## src/rtl/rv32_bus_arbiter.sv

```systemverilog
// rtl/rv32_bus_arbiter.sv - fetch/data arbiter onto one shared memory bus with watchdog
// Alternating priority between ports; watchdog force-completes stalled grants with a fault.
module rv32_bus_arbiter #(
  parameter int unsigned TIMEOUT_CYCLES = 255,
  parameter int unsigned COUNT_WIDTH    = 8
) (
  input  logic        clk,
  input  logic        reset_n,
  input  logic [31:0] instr_address_in,
  input  logic        instr_read_in,
  output logic [31:0] instr_read_value_out,
  output logic        instr_ready_out,
  output logic        instr_fault_out,
  input  logic [31:0] data_address_in,
  input  logic        data_read_in,
  input  logic        data_write_in,
  input  logic [3:0]  data_write_mask_in,
  input  logic [31:0] data_write_value_in,
  output logic [31:0] data_read_value_out,
  output logic        data_ready_out,
  output logic        data_fault_out,
  output logic [31:0] bus_address_out,
  output logic        bus_read_out,
  output logic        bus_write_out,
  output logic [3:0]  bus_write_mask_out,
  output logic [31:0] bus_write_value_out,
  input  logic [31:0] bus_read_value_in,
  input  logic        bus_ready_in
);

  typedef enum logic [1:0] {IDLE, INSTR, DATA} state_t;

  localparam logic [COUNT_WIDTH-1:0] TIMEOUT_VAL = COUNT_WIDTH'(TIMEOUT_CYCLES);
  localparam logic [COUNT_WIDTH-1:0] CNT_MAX     = '1;

  state_t                 state_q, state_d;
  logic [COUNT_WIDTH-1:0] cnt_q, cnt_d;
  logic                   data_pend, instr_pend, owner_pend, timeout, done;

  always_comb begin
    data_pend            = data_read_in | data_write_in;
    instr_pend           = instr_read_in;
    state_d              = state_q;
    owner_pend           = 1'b0;
    bus_address_out      = '0;
    bus_read_out         = 1'b0;
    bus_write_out        = 1'b0;
    bus_write_mask_out   = '0;
    bus_write_value_out  = '0;
    instr_ready_out      = 1'b0;
    instr_fault_out      = 1'b0;
    instr_read_value_out = '0;
    data_ready_out       = 1'b0;
    data_fault_out       = 1'b0;
    data_read_value_out  = '0;

    case (state_q)
      INSTR: begin
        owner_pend      = instr_pend;
        bus_address_out = instr_address_in;
        bus_read_out    = instr_read_in;
      end
      DATA: begin
        owner_pend          = data_pend;
        bus_address_out     = data_address_in;
        bus_read_out        = data_read_in;
        bus_write_out       = data_write_in;
        bus_write_mask_out  = data_write_mask_in;
        bus_write_value_out = data_write_value_in;
      end
      default: ;
    endcase

    // A real bus answer always beats the watchdog when both land together.
    timeout = (TIMEOUT_CYCLES != 0) && owner_pend && (cnt_q == TIMEOUT_VAL) && !bus_ready_in;
    done    = owner_pend && (bus_ready_in || timeout);

    case (state_q)
      IDLE: begin
        if (data_pend)       state_d = DATA;
        else if (instr_pend) state_d = INSTR;
      end
      INSTR: begin
        instr_ready_out      = done;
        instr_fault_out      = timeout;
        instr_read_value_out = (owner_pend && bus_ready_in) ? bus_read_value_in : '0;
        if (!owner_pend)     state_d = IDLE;
        else if (done)       state_d = data_pend ? DATA : INSTR;
      end
      DATA: begin
        data_ready_out      = done;
        data_fault_out      = timeout;
        data_read_value_out = (owner_pend && bus_ready_in) ? bus_read_value_in : '0;
        if (!owner_pend)     state_d = IDLE;
        else if (done)       state_d = instr_pend ? INSTR : DATA;
      end
      default: state_d = IDLE;
    endcase

    if (state_q == IDLE || done || state_d != state_q)
      cnt_d = '0;
    else if (cnt_q == CNT_MAX)
      cnt_d = cnt_q;
    else
      cnt_d = cnt_q + COUNT_WIDTH'(1);
  end

  always_ff @(posedge clk) begin
    if (!reset_n) begin
      state_q <= IDLE;
      cnt_q   <= '0;
    end else begin
      state_q <= state_d;
      cnt_q   <= cnt_d;
    end
  end

endmodule

```

## config.mk

```make
export PLATFORM = sky130hd
export DESIGN_NAME = rv32_bus_arbiter
export DESIGN_NICKNAME = d
export VERILOG_FILES = /design/src/rtl/rv32_bus_arbiter.sv
export SDC_FILE = /design/constraint.sdc
export NUM_CORES = 1
export LEC_CHECK = 0
export CAP_MARGIN = 20
export CORE_AREA = 8 8 100 102
export CTS_CLUSTER_DIAMETER = 40
export DETAILED_ROUTE_END_ITERATION = 7
export DIE_AREA = 0 0 108 110
export PLACE_DENSITY = 0.79
export SLEW_MARGIN = 20
export SYNTH_ARGS = -nofsm -noshare
export SYNTH_HDL_FRONTEND = slang
export SYNTH_SLANG_ARGS = --single-unit
```

## constraint.sdc

```tcl
create_clock -name clk -period 5.5 [get_ports clk]
set_clock_uncertainty 0.05 [all_clocks]
set_input_delay 0.825 -clock clk [delete_from_list [all_inputs] [get_ports clk]]
set_output_delay 0.825 -clock clk [all_outputs]
set_load 0.05 [all_outputs]
```

**Run 1: pin placement**

Pins as bars across the die edge, other pins in gray.
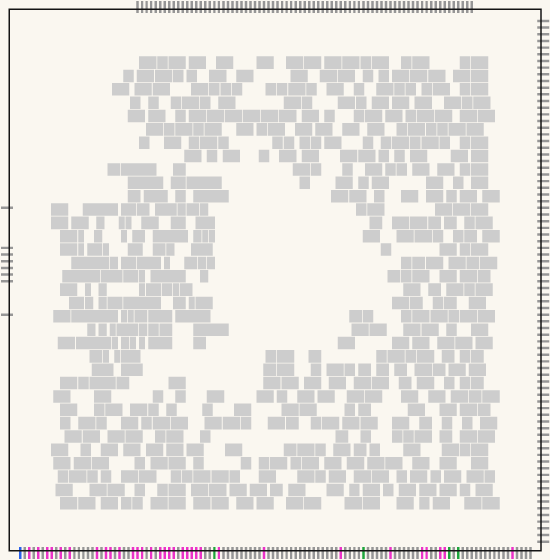
magenta -> bus_write_value_out  # pins 32, direction output, edge bottom
green -> data_write_mask_in  # pins 4, direction input, edge bottom
blue -> data_read_in  # pins 1, direction input, edge bottom
Chip Width: 108 um
# port buffers: 275
die height: 110 um

**Run 1: M3 wires**

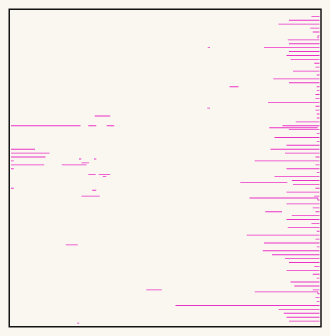
wire length on this layer = 831 um
main direction = horizontal
met3 Usage GRT: 0.0349
via count: 2,972
DRT Wirelength: 12,600 um

**Run 1: cell placement**

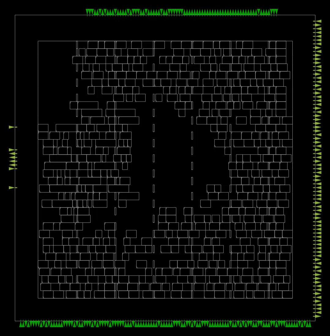
tap cell count: 108
flop share of the area: 0.0415
core area: 8470 um^2

**Run 1: cell density map**

The die is cut into 11 by 11 equal tiles; white is low, dark blue is high, 0 to 100% covered.
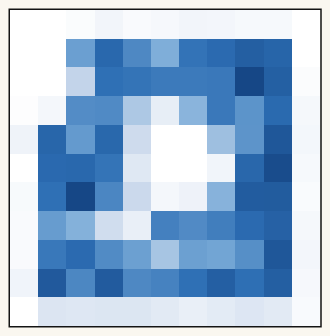
nearly empty tiles = 13%
mean over tiles = 40%
fullest tile = 91%
tiles over 75% full = 21%
Starting Density: 0.231
fin util: 0.570

## run 1: path summary, 6_finish.rpt
| check | to | slack (ps) | cells past startpoint |
|---|---|---|---|
| setup / recovery | data_read_value_out[27] | 1390 | 8 |
| hold / removal | cnt_q[7] | 530 | 2 |
| setup reg to reg | cnt_q[5] | 2820 | 7 |
| hold reg to reg | cnt_q[7] | 530 | 2 |
## run 1: layer usage
| metal | global-route usage | vias up | wire length, um |
|---|---|---|---|
| met2 | 0.381 | 120 | 6950 |
| met3 | 0.0349 | 9 | 830 |
| li1 | - | 1465 | - |
| met5 | 0 | - | 0 |
| met1 | 0.215 | 1378 | 4770 |
| met4 | 0.0258 | 0 | 82 |
==> notes.md, run 1 <==
run results: status completed, synthesized area 1960 um^2, Floorplan Nets 418, clock network area share 0.0114, RSZ-0062 raised after global routing false, Yosys warnings 0, Internal Power 317 uW, Most common cell on crit path buf_4, Sw Ratio 0.436, XOR/XNOR Fraction of Synth Area 0.00896, largest registers cnt_q: 8 flops, state_q: 2 flops, post-synthesis instance total 275, first-pass GRT wire length 18,200 um, Non-Clock Buffer Count 280, number of clock buffers in the layout 4, delay-heaviest family, CP buffers and inverters, H-tree levels 1, Simple Share, Synth 0.513, Area Growth Syn to Fin 147%, Adders+Majority by Area 0.0320, sequential cell count 10, initial drt markers 129, post-synthesis sequential area ratio 0.102, period utilization 0.748, pin count of the biggest net entering global routing 63, row count 34, Max stage delay on crit path 820 ps, Yosys chip area 1960 um^2, via/cell ratio 4.61, hold crit path type reg2reg, crit end category output port, top logic cells by instance count in the layout 275 x clkdlybuf4s50_1, 101 x and2_1, 33 x nor2b_1, Synth top cells by count 101 x and2_1, 33 x nor2b_1, 32 x a22oi_1, CP Cell Sequence inv_1 -> ha_1 -> buf_4 -> o311ai_4 -> nor2_1 -> buf_4 -> and2_1 -> clkdlybuf4s50_1, Commonest Layout Cell clkdlybuf4s50_1, dpl cell area 4770 um^2, Synth flops 10, largest power group combinational logic, Logic pwr share 0.697, Inverters 5, clock share of power 0.166, Post-synth ARST share 0, Logic cell area 1630 um^2, final setup TNS 0 ps, OpenROAD warnings 29, clock sinks 10, Comb power 392 uW, vias in the first global route 2,875, total design power 563 uW, P_clk 93.5 uW, GRT Total Usage 0.194, Crit Path Category reg2out, WHS 535 ps, and-or/or-and share of the synthesized area 0.266, biggest area cells and2_1 32%, a22oi_1 12%, nor2b_1 11%, dfxtp_1 10%, ha_1 3.2%, cts hold-fix bufs 0, comb area leader simple AND/OR/NAND/NOR gates, CTS Buffer Depth 2, yosys cell count 275, Mux area share 0.0102, CTS tree built, PwrDens 117 nW/um^2, Placer Congestion 0.898, Slew @ Worst Pin 779 ps, CP Launch Type flop, final setup violation count 0, CP required 4620 ps, routed len/inst 19.6 um, Reg area 200 um^2, PostCTS Resize Cnt 0, Peak VDD IR 0.0971 mV, largest class buffers, R2R Path Start state_q[0], Overflow after GRT 0, nets 680, CTS Buf Count 3, fmax 243 MHz, Clk Latency, worst-skew pair 240 ps, DRC 0, non-filler instance count after layout 644, Signal buf overhead 0.578, Leak 0.00172 uW, detailed placement HPWL 10,800 um, Worst path slowest cell clkdlybuf4s50_1, # IOs 276, Dominant cell area share 0.323, pre-CTS setup slack 1430 ps, chip area 11,900 um^2, cell taking the most area after synthesis and2_1, placed instance count 640, Diodes inserted 0, max reg flops 8, distinct cell type count after synthesis 41, Hold Vio Cnt, Final 0, Reg power frac 0.137, final slew viol count 0, sw power 245 uW, Synth Area per Inst 7.11 um^2, Buf/Inv on CP 4, EDFF count, synth 0, Comb area share 0.337, crit-path max FO 37, post-layout min period 4110 ps, Worst Path Arrival 3240 ps
==> run 2: changes to the inputs <==
--- a/config.mk
+++ b/config.mk
@@ -6,11 +6,11 @@
 export NUM_CORES = 1
 export LEC_CHECK = 0
 export CAP_MARGIN = 20
-export CORE_AREA = 8 8 100 102
+export CORE_AREA = 8 8 101 103
 export CTS_CLUSTER_DIAMETER = 40
 export DETAILED_ROUTE_END_ITERATION = 7
-export DIE_AREA = 0 0 108 110
-export PLACE_DENSITY = 0.79
+export DIE_AREA = 0 0 109 111
+export PLACE_DENSITY = 0.77
 export SLEW_MARGIN = 20
 export SYNTH_ARGS = -nofsm -noshare
 export SYNTH_HDL_FRONTEND = slang
==> constraint.sdc (replaced) <==
create_clock -name clk -period 4.05 [get_ports clk]
set_clock_uncertainty 0.05 [all_clocks]
set_input_delay 0.6075 -clock clk [delete_from_list [all_inputs] [get_ports clk]]
set_output_delay 0.6075 -clock clk [all_outputs]
set_load 0.05 [all_outputs]
**Run 2: M3 wires**

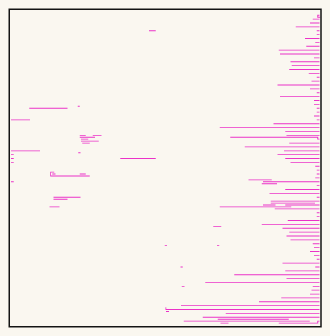
share of all routed wire = 8.0%
nets with wire on the layer = 105
longest straight run = 53.9 um
wire length on this layer = 1,080 um
main direction = horizontal
DRT Wirelength: 13,500 um
met3 Usage GRT: 0.0488
via count: 2,985

**Run 2: cell placement**

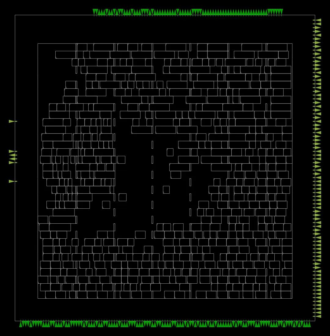
non-filler instance count after layout: 645
sequential cell count: 10
row count: 34
# fillers: 697
fin util: 0.640

**Run 2: pin placement**

Pins as bars across the die edge, other pins in gray.
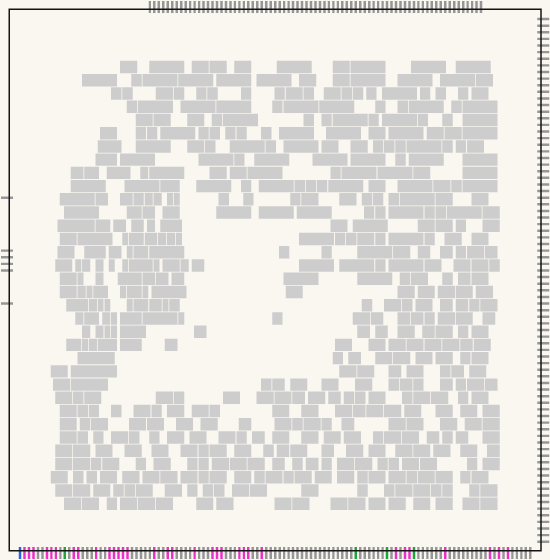
green -> data_write_mask_in  # pins 4, direction input, edge bottom
magenta -> bus_write_value_out  # pins 32, direction output, edge bottom
blue -> data_read_in  # pins 1, direction input, edge bottom
Chip Width: 109 um
die height: 111 um

==> notes.md, run 2 <==
run results: status completed, Reg power frac 0.134 (-0.003), post-synthesis instance total 275 (unchanged), nets 681 (+0.15%), H-tree levels 1 (unchanged), Synth top cells by count 101 x and2_1, 33 x nor2b_1, 32 x a22oi_1, CTS Buffer Depth 2 (unchanged), vias in the first global route 2,955 (+2.8%), routed len/inst 20.9 um (+6.6%), CP Cell Sequence inv_1 -> ha_2 -> o21a_2 -> o211ai_4 -> nor3_1 -> clkdlybuf4s50_1, # port buffers 275 (unchanged), synthesized area 1960 um^2 (unchanged), Crit Path Category reg2out, Yosys warnings 0 (unchanged), Buf/Inv on CP 2 (-2), detailed placement HPWL 11,700 um (+8.8%), Mux area share 0.0102 (unchanged), clock sinks 10 (unchanged), OpenROAD warnings 29 (unchanged), Diodes inserted 0 (unchanged), final setup violation count 0 (unchanged), met2 routed WL 7600 um (+9.4%), period utilization 0.869, CTS Buf Count 3 (unchanged), XOR/XNOR Fraction of Synth Area 0.00896 (unchanged), sw power 336 uW (+37%), PwrDens 143 nW/um^2 (+23%), crit-path max FO 32 (-14%), and-or/or-and share of the synthesized area 0.266 (unchanged), hold crit path type reg2reg, Max stage delay on crit path 850 ps (+30 ps), dpl cell area 5420 um^2 (+14%), placed instance count 641 (+0.16%), cell taking the most area after synthesis and2_1, Clk Latency, worst-skew pair 230 ps (about the same), core area 8550 um^2 (+1.0%), WL met3 1080 um (+30%), Adders+Majority by Area 0.0320 (unchanged), Synth flops 10 (unchanged), # IOs 276 (unchanged), GRT Total Usage 0.207 (+0.0126), EDFF count, synth 0 (unchanged), Commonest Layout Cell clkdlybuf4s50_1, top logic cells by instance count in the layout 210 x clkdlybuf4s50_1, 101 x and2_1, 64 x buf_12, via/cell ratio 4.63 (+0.28%), post-layout min period 3520 ps, Internal Power 446 uW (+41%), max reg flops 8 (unchanged), pin count of the biggest net entering global routing 34 (-46%), crit end category output port, initial drt markers 119 (-7.8%), Worst path slowest cell clkdlybuf4s50_1, delay-heaviest family, CP buffers and inverters, comb area leader simple AND/OR/NAND/NOR gates, Comb power 553 uW (+41%), chip area 12,100 um^2 (+1.8%), largest power group combinational logic, routed metal-1 wirelength 4610 um (-3.4%), met1 Use GR 0.205 (-0.00945), Floorplan Nets 418 (unchanged), P_clk 124 uW (+33%), biggest area cells and2_1 32%, a22oi_1 12%, nor2b_1 11%, dfxtp_1 10%, ha_1 3.2%, Placer Congestion 0.844 (-6.0%), Peak VDD IR 0.190 mV (+96%), Dominant cell area share 0.323 (unchanged), final setup TNS 0 ps (unchanged), Post-synth ARST share 0 (unchanged), Logic pwr share 0.707 (+0.010)
-- run 2: cell counts after synthesis --
No cell type changed its count.
-- run 2: final timing paths --
| check | startpoint | to | slack, ps | cells after the start |
|---|---|---|---|---|
| worst max-delay path | state_q[0] | instr_fault_out | 530 | 6 |
| worst min-delay path | cnt_q[0] | cnt_q[0] | 550 | 2 |
| worst max register to register | state_q[0] | cnt_q[4] | 1500 | 7 |
| worst min register to register | cnt_q[0] | cnt_q[0] | 550 | 2 |
-- run 2: area by class of cell --
class | instances | area (um^2) | area share
sequential | 10 | 200 | 0.0366
timing repair buffer | 281 | 3440 | 0.628
multi-input combinational | 237 | 1630 | 0.297
tap | 108 | 135 | 0.0247
inverter | 5 | 18.8 | 0.00343
clock buffer | 4 | 55.1 | 0.0101
==> run 3: changes to the inputs <==
--- a/config.mk
+++ b/config.mk
@@ -5,11 +5,12 @@
 export SDC_FILE = /design/constraint.sdc
 export NUM_CORES = 1
 export LEC_CHECK = 0
+export ABC_AREA = 1
 export CAP_MARGIN = 20
-export CORE_AREA = 8 8 101 103
+export CORE_AREA = 8 8 102 104
 export CTS_CLUSTER_DIAMETER = 40
 export DETAILED_ROUTE_END_ITERATION = 7
-export DIE_AREA = 0 0 109 111
+export DIE_AREA = 0 0 110 112
 export PLACE_DENSITY = 0.77
 export SLEW_MARGIN = 20
 export SYNTH_ARGS = -nofsm -noshare
**Run 3: M3 wires**

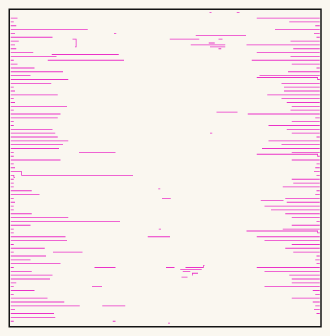
longest straight run = 39.3 um
main direction = horizontal
wire length on this layer = 1,740 um
nets with wire on the layer = 182
share of all routed wire = 14%
DRT Wirelength: 12,700 um
via count: 3,435
met3 Usage GRT: 0.0711

**Run 3: cell density map**

The die is cut into 11 by 11 equal tiles; white is low, dark blue is high, 0 to 100% covered.
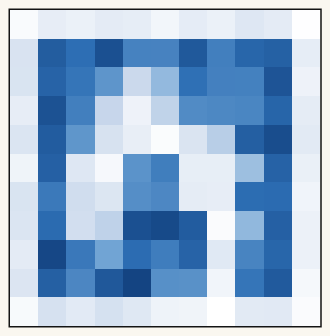
tiles over 75% full = 25%
mean over tiles = 42%
nearly empty tiles = 1.7%
densest ninth of the die = bottom center
fullest tile = 92%
core area: 8890 um^2
Starting Density: 0.227
fin util: 0.593

**Run 3: pin placement**

Pins as bars across the die edge, other pins in gray.
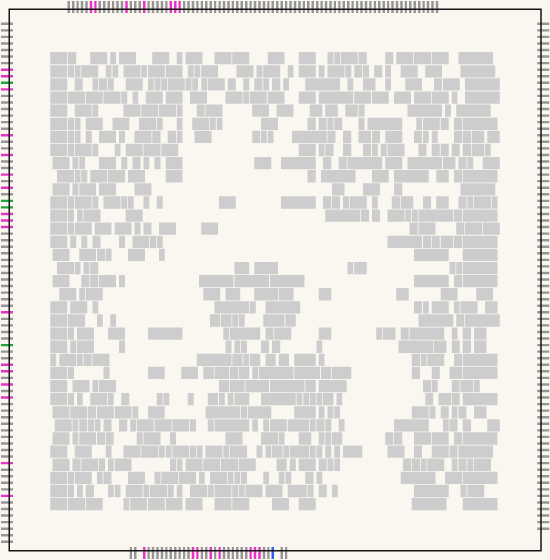
blue -> data_read_in  # pins 1, direction input, edge bottom
magenta -> bus_write_value_out  # pins 32, direction output, edge 17 left, 8 bottom, 7 top
green -> data_write_mask_in  # pins 4, direction input, edge left
all pins by edge = 84 top, 80 left, 78 right, 34 bottom
Chip Width: 110 um
die height: 112 um

==> notes.md, run 3 <==
run results: Synth flops 10 (unchanged), Adders+Majority by Area 0.0310 (-0.000972), dpl cell area 5220 um^2 (-3.7%), WL met3 1740 um (+61%), Placer Congestion 0.855 (+1.3%), final setup TNS 0 ps (unchanged), WHS 536 ps, pre-CTS setup slack 826 ps, delay-heaviest family, CP buffers and inverters, and-or/or-and share of the synthesized area 0.0993 (-0.166), Synth top cells by count 122 x nand2_1, 80 x inv_1, 66 x nor3_1, pin count of the biggest net entering global routing 68 (+100%), status completed, Peak VDD IR 0.0928 mV (-51%), nets 799 (+17%), met1 Use GR 0.187 (-0.0182), P_clk 124 uW (about the same), Reg area 200 um^2 (unchanged), PwrDens 140 nW/um^2 (-2.2%), vias in the first global route 3,420 (+16%), # fillers 786 (+13%), R2R Setup Slk 1120 ps (-380 ps), CP startpoint state_q[0], clock sinks 10 (unchanged), Clk Latency, worst-skew pair 230 ps (about the same), routed len/inst 16.5 um (-21%), Logic cell area 1380 um^2 (-15%), comb area leader simple AND/OR/NAND/NOR gates, period utilization 0.861 (-0.00826), Crit Path Category reg2out, Worst path slowest cell clkdlybuf4s50_1, R2R Path Start state_q[0], post-layout min period 3490 ps (-33.5 ps), crit end category output port, via/cell ratio 4.48 (-3.2%), row count 35 (+2.9%), worst hold start cnt_q[1], final setup violation count 0 (unchanged), routed metal-1 wirelength 4320 um (-6.4%), largest power group combinational logic, Logic pwr share 0.691 (-0.016), clock share of power 0.168, hold crit path type reg2reg, Reg power frac 0.141 (+0.007), CTS Buffer Depth 2 (unchanged), non-filler instance count after layout 767 (+19%), sw power 334 uW (-0.68%), Post-synth ARST share 0 (unchanged), post-synthesis instance total 399 (+45%), initial drt markers 192 (+61%), Floorplan Nets 542 (+30%), placed instance count 762 (+19%), CP Cell Sequence inv_1 -> ha_1 -> inv_1 -> a21oi_1 -> clkdlybuf4s50_1, max reg flops 8 (unchanged), biggest area cells nand2_1 23%, nor3_1 16%, inv_1 15%, dfxtp_1 9.9%, a21oi_1 7.9%, EDFF count, synth 0 (unchanged), Yosys warnings 0 (unchanged), Internal Power 404 uW (-9.4%), Comb power 510 uW (-7.8%), # IOs 276 (unchanged), Buf/Inv on CP 3 (+1), H-tree levels 1 (unchanged), XOR/XNOR Fraction of Synth Area 0.0261 (+0.0171), Dominant cell area share 0.227 (-0.0960), Mux area share 0.00496 (-0.00527), cell taking the most area after synthesis nand2_1, synthesized area 2020 um^2 (+3.1%), GRT Total Usage 0.186 (-0.0207), crit-path max FO 32 (unchanged), CTS Buf Count 3 (unchanged), met2 routed WL 6420 um (-16%), chip area 12,300 um^2 (+1.8%), OpenROAD warnings 29 (unchanged), top logic cells by instance count in the layout 207 x clkdlybuf4s50_1, 122 x nand2_1, 80 x inv_1
==> run 3: netlist changes by cell type in the layout (fill, tap and decap cells not counted), sizes merged, moves of 11 or more <==
cell / delta
a22oi: -32
nand2: +123
nor2b: -33
nor2: +11
and2: -102
inv: +78
a21oi: +28
nor3: +63
==> run 3: layout make-up <==
| class | count | area share |
|---|---|---|
| timing repair buffer | 280 | 0.603 |
| multi-input combinational | 276 | 0.261 |
| inverter | 85 | 0.0605 |
| sequential | 10 | 0.0380 |
| tap | 111 | 0.0263 |
| clock buffer | 4 | 0.0104 |
| antenna | 1 | 0.000474 |
==> run 3: path summary, 6_finish.rpt <==
path	endpoint	depth (start not counted)
worst max-delay path	bus_address_out[13]	5
worst min-delay path	cnt_q[1]	2
worst max register to register	cnt_q[0]	17
worst min register to register	cnt_q[1]	2

==> gallery <==
Routed clock nets over the placement.
The bar under the picture is 20 um long.
(a)
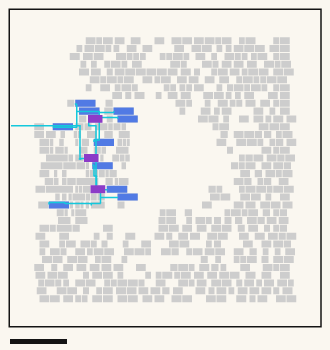
(b)
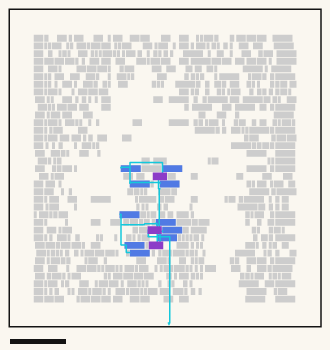
(c)
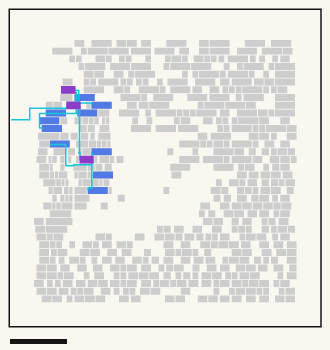
run 1 -> (a)
run 3 -> (b)
run 2 -> (c)

Power and IR drop assume default switching activity.
